The clock network:
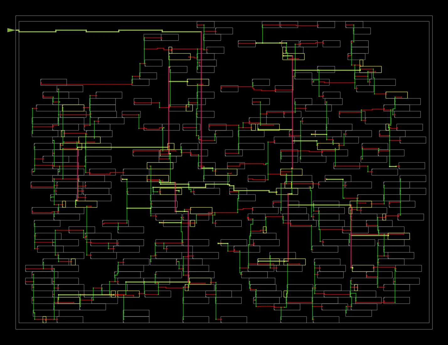
Logic cells by family:
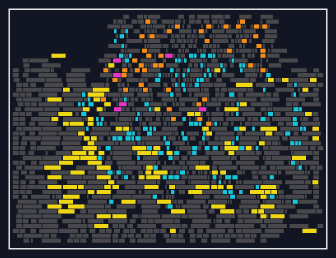
Sequential cells grouped by signal name:
Other sequential cells in the stronger gray, the rest of the logic in the fainter gray.
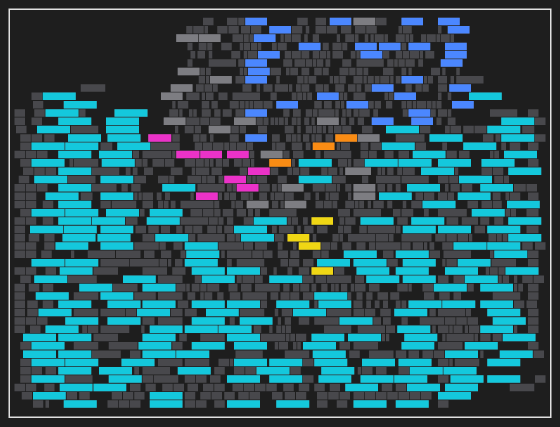
Clock network drawn from the DEF:
Scale bar: 50 um.
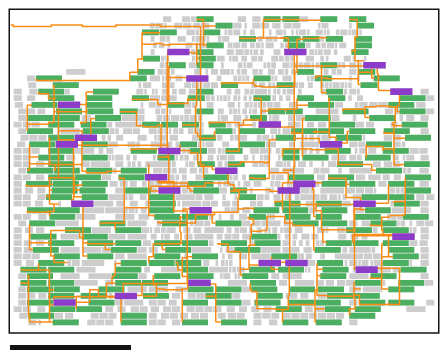
Cell classes on the final placement:
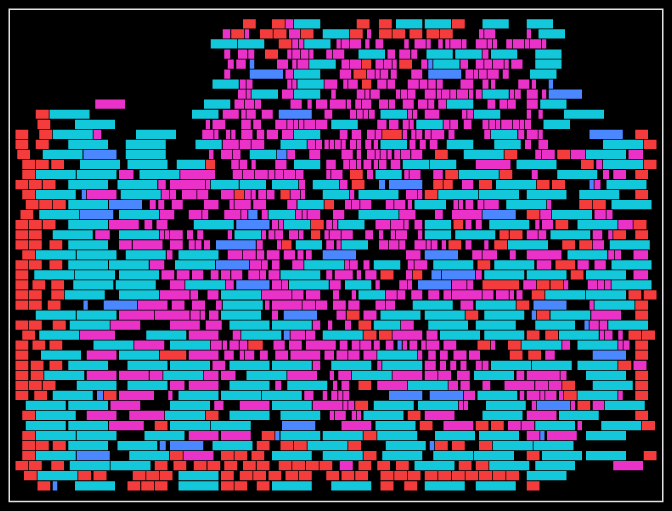
`src/rtl/move_dispatcher.sv`:
```
// Buffers one packed move sequence and issues it move by move to the stepper driver,
// using the move_start/move_done handshake with a settle gap between moves.
module move_dispatcher #(
  parameter int MOVE_W        = 4,
  parameter int MAX_MOVES     = 50,
  parameter int SETTLE_CYCLES = 250000,
  parameter int TIMEOUT       = 50000000
) (
  input  logic                        clock,
  input  logic                        reset,
  input  logic                        load,
  input  logic [MOVE_W*MAX_MOVES-1:0] seq,
  input  logic                        go,
  input  logic                        abort,
  input  logic                        move_done,
  output logic [MOVE_W-1:0]           next_move,
  output logic                        move_start,
  output logic [7:0]                  num_moves,
  output logic [7:0]                  curr_step,
  output logic                        busy,
  output logic                        seq_done,
  output logic                        fault
);
  localparam int SEQ_W = MOVE_W * MAX_MOVES;
  localparam int IDX_W = (MAX_MOVES > 1) ? $clog2(MAX_MOVES) : 1;
  localparam logic [MOVE_W-1:0] CODE_MIN = MOVE_W'(2);
  localparam logic [MOVE_W-1:0] CODE_MAX = MOVE_W'(13);
  localparam logic [7:0]        MAX_IDX  = 8'(MAX_MOVES);
  localparam logic [31:0]       SETTLE_LAST  = 32'(SETTLE_CYCLES - 1);
  localparam logic [31:0]       TIMEOUT_LAST = 32'(TIMEOUT - 1);

  typedef enum logic [2:0] {
    S_IDLE, S_SCAN, S_READY, S_ISSUE, S_WAIT_DONE, S_SETTLE, S_FAULT
  } state_t;

  state_t             state_q, state_d;
  logic [SEQ_W-1:0]   buf_q, buf_d;
  logic [7:0]         num_q, num_d;
  logic [7:0]         idx_q, idx_d;
  logic [7:0]         step_q, step_d;
  logic [31:0]        cnt_q, cnt_d;
  logic [MOVE_W-1:0]  next_move_q, next_move_d;
  logic               go_pend_q, go_pend_d;
  logic               abort_pend_q, abort_pend_d;
  logic               seq_done_q, seq_done_d;

  logic [MOVE_W-1:0]  buf_nib [MAX_MOVES];
  logic [MOVE_W-1:0]  scan_code;
  logic [MOVE_W-1:0]  issue_code;
  logic [IDX_W-1:0]   issue_idx;

  for (genvar g = 0; g < MAX_MOVES; g++) begin : g_nib
    assign buf_nib[g] = buf_q[g*MOVE_W +: MOVE_W];
  end

  // Entering ISSUE from READY always restarts at move 0; from SETTLE it uses the advanced step.
  assign issue_idx  = (state_q == S_READY) ? '0 : step_q[IDX_W-1:0];
  assign scan_code  = buf_nib[idx_q[IDX_W-1:0]];
  assign issue_code = buf_nib[issue_idx];

  always_comb begin
    state_d      = state_q;
    buf_d        = buf_q;
    num_d        = num_q;
    idx_d        = idx_q;
    step_d       = step_q;
    cnt_d        = cnt_q;
    next_move_d  = next_move_q;
    go_pend_d    = go_pend_q;
    abort_pend_d = abort_pend_q;
    seq_done_d   = 1'b0;

    if (abort && (state_q == S_ISSUE || state_q == S_WAIT_DONE || state_q == S_SETTLE))
      abort_pend_d = 1'b1;

    case (state_q)
      S_IDLE: begin
        if (load) begin
          buf_d   = seq;
          num_d   = '0;
          idx_d   = '0;
          state_d = S_SCAN;
        end
      end
      S_SCAN: begin
        if (go) go_pend_d = 1'b1;
        if (idx_q == MAX_IDX || scan_code < CODE_MIN || scan_code > CODE_MAX) begin
          state_d = S_READY;
        end else begin
          num_d = num_q + 8'd1;
          idx_d = idx_q + 8'd1;
        end
      end
      S_READY: begin
        abort_pend_d = 1'b0;
        // A load here takes priority; a simultaneous go survives the rescan as go_pend.
        if (load) begin
          buf_d     = seq;
          num_d     = '0;
          idx_d     = '0;
          go_pend_d = go_pend_q | go;
          state_d   = S_SCAN;
        end else if (go || go_pend_q) begin
          go_pend_d = 1'b0;
          step_d    = '0;
          if (num_q == 8'd0) seq_done_d = 1'b1;
          else               state_d    = S_ISSUE;
        end
      end
      S_ISSUE: begin
        cnt_d   = '0;
        state_d = S_WAIT_DONE;
      end
      S_WAIT_DONE: begin
        if (move_done) begin
          step_d  = step_q + 8'd1;
          cnt_d   = '0;
          state_d = S_SETTLE;
        end else if (cnt_q == TIMEOUT_LAST) begin
          state_d = S_FAULT;
        end else begin
          cnt_d = cnt_q + 32'd1;
        end
      end
      S_SETTLE: begin
        if (cnt_q == SETTLE_LAST) begin
          if (abort_pend_d || step_q == num_q) begin
            seq_done_d   = 1'b1;
            abort_pend_d = 1'b0;
            state_d      = S_READY;
          end else begin
            state_d = S_ISSUE;
          end
        end else begin
          cnt_d = cnt_q + 32'd1;
        end
      end
      default: ;
    endcase

    if (state_d == S_ISSUE && state_q != S_ISSUE) next_move_d = issue_code;
  end

  always_ff @(posedge clock) begin
    if (reset) begin
      state_q      <= S_IDLE;
      num_q        <= '0;
      idx_q        <= '0;
      step_q       <= '0;
      cnt_q        <= '0;
      next_move_q  <= '0;
      go_pend_q    <= 1'b0;
      abort_pend_q <= 1'b0;
      seq_done_q   <= 1'b0;
    end else begin
      state_q      <= state_d;
      num_q        <= num_d;
      idx_q        <= idx_d;
      step_q       <= step_d;
      cnt_q        <= cnt_d;
      next_move_q  <= next_move_d;
      go_pend_q    <= go_pend_d;
      abort_pend_q <= abort_pend_d;
      seq_done_q   <= seq_done_d;
    end
  end

  // Buffer contents are meaningless until a load, so they carry no reset.
  always_ff @(posedge clock) begin
    buf_q <= buf_d;
  end

  assign next_move  = next_move_q;
  assign move_start = (state_q == S_ISSUE);
  assign num_moves  = num_q;
  assign curr_step  = step_q;
  assign busy       = (state_q == S_SCAN) || (state_q == S_ISSUE) ||
                      (state_q == S_WAIT_DONE) || (state_q == S_SETTLE);
  assign seq_done   = seq_done_q;
  assign fault      = (state_q == S_FAULT);

endmodule

```
`config.mk`:
```
export PLATFORM = sky130hd
export DESIGN_NAME = move_dispatcher
export DESIGN_NICKNAME = d
export VERILOG_FILES = /design/src/rtl/move_dispatcher.sv
export SDC_FILE = /design/constraint.sdc
export NUM_CORES = 1
export LEC_CHECK = 0
export CAP_MARGIN = 40
export CORE_ASPECT_RATIO = 0.75
export CORE_UTILIZATION = 55
export DETAILED_ROUTE_END_ITERATION = 6
export PLACE_DENSITY = 0.83
export REMOVE_ABC_BUFFERS = 1
export SLEW_MARGIN = 20
export SYNTH_ARGS = -nofsm -noshare
export SYNTH_HDL_FRONTEND = slang
export SYNTH_SLANG_ARGS = --single-unit
export TNS_END_PERCENT = 20
```
`constraint.sdc`:
```
create_clock -name clock -period 13.3 [get_ports clock]
set_input_delay 3.325 -clock clock [delete_from_list [all_inputs] [get_ports clock]]
set_output_delay 3.325 -clock clock [all_outputs]
set_load 0.02 [all_outputs]
```
==> reports/metrics.csv <==
stage,metric,value,unit
layout,layout.cells.non_filler,1482,
layout,top_register,buf_q,
run,warnings,27,
synth,synthMuxAreaShare,0.147,
layout,nonClkBufAreaFrac,0.156,
routing,top_layer,met4,
timing,slew_headroom,0.420,
setup_path,crit_path_max_fanout,16,
global_routing,grt_busiest_layer,met2,
routing,ant_nets,0,
timing,max_freq,0.178,GHz
setup_path,worstSetupEndpointType,output port,
layout,layout.nets,1378,
layout,fill_cells,1475,
layout,mostFrequentLayoutCells,"clkdlybuf4s50_1 (229), edfxtp_1 (200), nand2_1 (65), dfxtp_1 (63), nor2_1 (62)",
routing,viasPerCell,6.38,
floorplan,fp.dieH,133,um
synth,top_cell_area_share,0.478,
synth,most_common_cell,edfxtp_1,
place,post-place-cells,1431,
synth,ys_cells,943,
place,dpl.hpwl,25.3,mm
routing,wl_per_cell,24.1,um
synth,synth.distinct_cells,79,
setup_path,critical_path_class,register to output port,
setup_path,critical-path-top-delay-family,flip-flops,
routing,totalWireLength,35.8,mm
place,placed_area,15100,um^2
layout,reg.largest.list,"buf_q (200), cnt_q (32)",
synth,syn_area,12600,um^2
pwr,swShare,0.228,
outcome,outcome,finished clean,
pwr,ir_worst_vdd,0.0000970,V
About 'the clock network':
worst-skew pair later-pin latency: 0.53 ns
seq_cells: 266
Clock Power: 0.704 mW
clock skew: 0.0168 ns

About 'logic cells by family':
legend:
  magenta:
    family: fa/ha/maj cells
    cells: 6
    most_used: ha_1
  orange:
    family: xor and xnor cells
    cells: 45
    most_used: xor2_1
    where: top center
  cyan:
    family: aoi and oai cells
    cells: 140
    most_used: a21oi_1
  yellow:
    family: mux cells
    cells: 114
    most_used: mux4_2

About 'sequential cells grouped by signal name':
legend:
  orange:
    netlist_name: state_q
    flops: 3
  cyan:
    netlist_name: buf_q
    flops: 200
  yellow:
    netlist_name: next_move
    flops: 4
    where: center
  blue:
    netlist_name: cnt_q
    flops: 32
  magenta:
    netlist_name: idx_q
    flops: 8
sequential cell area share: 0.460
post-layout util: 0.716
sequential cell area: 7330 um^2
Seq power: 0.981 mW

About 'clock network drawn from the DEF':
legend:
  green:
    item: flip-flops
    count: 266
  orange:
    item: clock wires
    length: 3070 um
  purple:
    item: clock-net drivers
    count: 26
routed clock nets: 27
flops lie: spread over the die
clock power share: 0.371

About 'cell classes on the final placement':
legend:
  blue:
    class: clock drivers and dummy loads
    cells: 48
    share_of_their_area: 5.1%
  red:
    class: remaining buffers and delay cells
    cells: 247
    share_of_their_area: 16%
  magenta:
    class: remaining logic cells
    cells: 625
    share_of_their_area: 32%
  cyan:
    class: registers
    cells: 266
    share_of_their_area: 47%

Power is estimated from default activity; no workload was simulated.
